==> config.mk <==
export PLATFORM = sky130hd
export DESIGN_NAME = poly_add_ctrl
export DESIGN_NICKNAME = d
export VERILOG_FILES = /design/src/rtl/poly_add_ctrl.sv
export SDC_FILE = /design/constraint.sdc
export NUM_CORES = 1
export LEC_CHECK = 0
export CORE_UTILIZATION = 47
export CTS_BUF_LIST = sky130_fd_sc_hd__clkbuf_4
export DETAILED_ROUTE_END_ITERATION = 6
export PLACE_DENSITY = 0.88
export SETUP_SLACK_MARGIN = 0.15
export SLEW_MARGIN = 20
export SYNTH_ARGS = -nofsm -noshare
export SYNTH_HDL_FRONTEND = slang
export SYNTH_SLANG_ARGS = --single-unit
export TNS_END_PERCENT = 50
==> constraint.sdc <==
create_clock -name clk -period 5.1 [get_ports clk]
set_clock_uncertainty 0.2 [all_clocks]
set_input_delay 1.02 -clock clk [delete_from_list [all_inputs] [get_ports clk]]
set_output_delay 1.02 -clock clk [all_outputs]
set_load 0.01 [all_outputs]
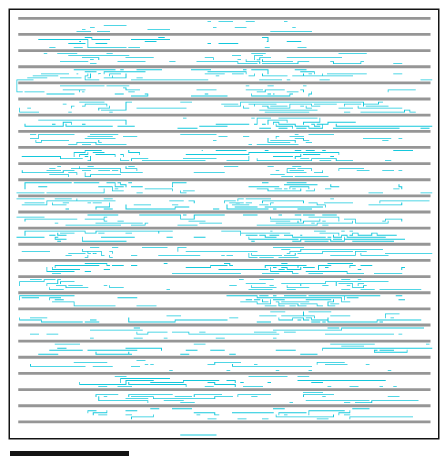
(met1 routing)
Bar = 20 µm. Supply wires on this layer in grey.
longest straight run	20.7 µm
share of all routed wire	44%
GR Layer Usage met1: 0.311
drt total wl: 5550 µm
vias post-DR: 2091

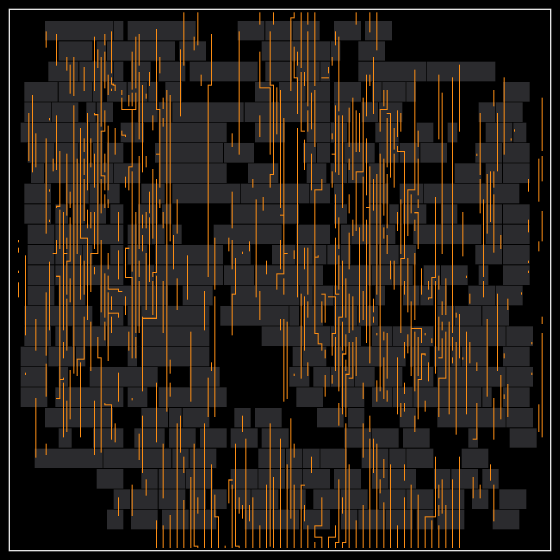
(signal wires on met2)
Cells faint in the background.
nets with wire on the layer	319
share of all routed wire	50%
longest straight run	42.8 µm
wire length on this layer	2760 µm
met2 usage: 0.391

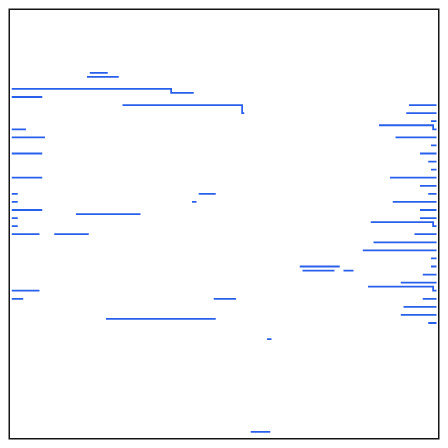
(metal 3)
longest straight run	26.7 µm
main direction	horizontal
GR Util met3: 0.0556

==> impl_metrics.ini <==
; yosys + openroad results
[status]
status = finished, final reports clean

[timing]
min_period_ns = 3.36
setup_ws_ns = 1.74
tightest_slew_ns = 0.907
rsz0062_at_grt = no

[synth]
topCellsByArea = dfrtp_1 47%, and2_1 6.8%, mux2_2 4.9%
yosysTopAreaCell = dfrtp_1
top_area_frac = 0.466
yosys_most_used_dff = dfrtp_1
synth-async-reset-ratio = 1.00

[setup_path]
worstSetupStartpointType = primary input
crit_top_cell = clkdlybuf4s50_1
cp_max_fo = 1
crit_cells = 3
ff2ff_setup_slack_ns = 2.90

[placement]
dp_hpwl_um = 4060
postPlaceCellArea_mm2 = 0.00331
dp_slack_ns = 1.74
dp.cells = 386

[job]
cap_violations = 0

[finish]
signal_buffers = 98
seq_share = 0.321
drive_gt1_frac = 0.0798
logic_area_mm2 = 0.00113
instances_no_fill = 393
final_cell_area_mm2 = 0.00336
layout.nonclk_buf_frac = 0.290

[global_route]
grt_use_total = 0.238
grt_max_degree = 44

[route]
drcViolationCount = 0
initialDrtViolationCount = 166
wl_per_cell_um = 14.1

[die]
tap_cells = 67
fp_util = 0.489

[cts]
cts.clk_slew.worst_paths_ns = 0.11
h-tree-depth = 2
clk_latency_ns = 0.35
ctsResizeCount = 0
cts_setup_buffers = 0
-- cell families after synthesis --
logic type,synth area share
adders and majority gates,0.0379
DFF,0.466
xor gates and xnor gates,0.00758
muxes,0.0531
buffers and inverters,0.0433
AOI/OAI and AO/OA,0.155
and+or+nand+nor,0.238
-- per-layer routing --
metal,vias up,track usage,routed length (µm)
met1,990,0.311,2440
met5,-,0,0
met3,8,0.0556,283
met2,65,0.391,2760
li1,1028,-,-
met4,0,0.0763,70
-- placed cells by master (no fill, tap or decap), types with 2 or more instances in the layout --
cell type / synthesis / final
clkbuf_4: 0 / 5
o21ai_0: 8 / 8
inv_1: 11 / 11
nand2_1: 14 / 14
o311ai_0: 2 / 2
nand2b_1: 3 / 3
o221ai_1: 4 / 4
nor2b_1: 5 / 5
and2_1: 25 / 25
or4_1: 7 / 7
a21o_1: 2 / 2
o22a_1: 2 / 2
a31oi_1: 9 / 9
nor2_1: 17 / 17
o211ai_1: 4 / 4
mux2_2: 10 / 10
xnor2_1: 2 / 2
nand3_1: 5 / 5
nor3_1: 6 / 6
o31ai_1: 5 / 5
a21oi_1: 5 / 5
dfrtp_1: 43 / 42
or3_2: 4 / 4
a22o_1: 3 / 3
nand4_1: 2 / 2
ha_1: 7 / 7
clkdlybuf4s50_1: 0 / 96
-- cells in the mapped netlist, types with 3 or more instances --
cell type,number
o21ai_0,8
o221ai_1,4
nor2b_1,5
nand2b_1,3
nor3_1,6
a22o_1,3
mux2_2,10
and2_1,25
nor2_1,17
o31ai_1,5
a31oi_1,9
or4_1,7
ha_1,7
a21oi_1,5
inv_1,11
clkbuf_1,7
nand3_1,5
or3_2,4
o211ai_1,4
dfrtp_1,43
nand2_1,14
-- power by group --
group | internal, W | switching, W
sequential | 0.000341 | 0
combinational | 0.0000332 | 0.0000283
clock | 0.0000490 | 0.000104
Power figures rest on the tool's default switching activity, not on a simulated workload.
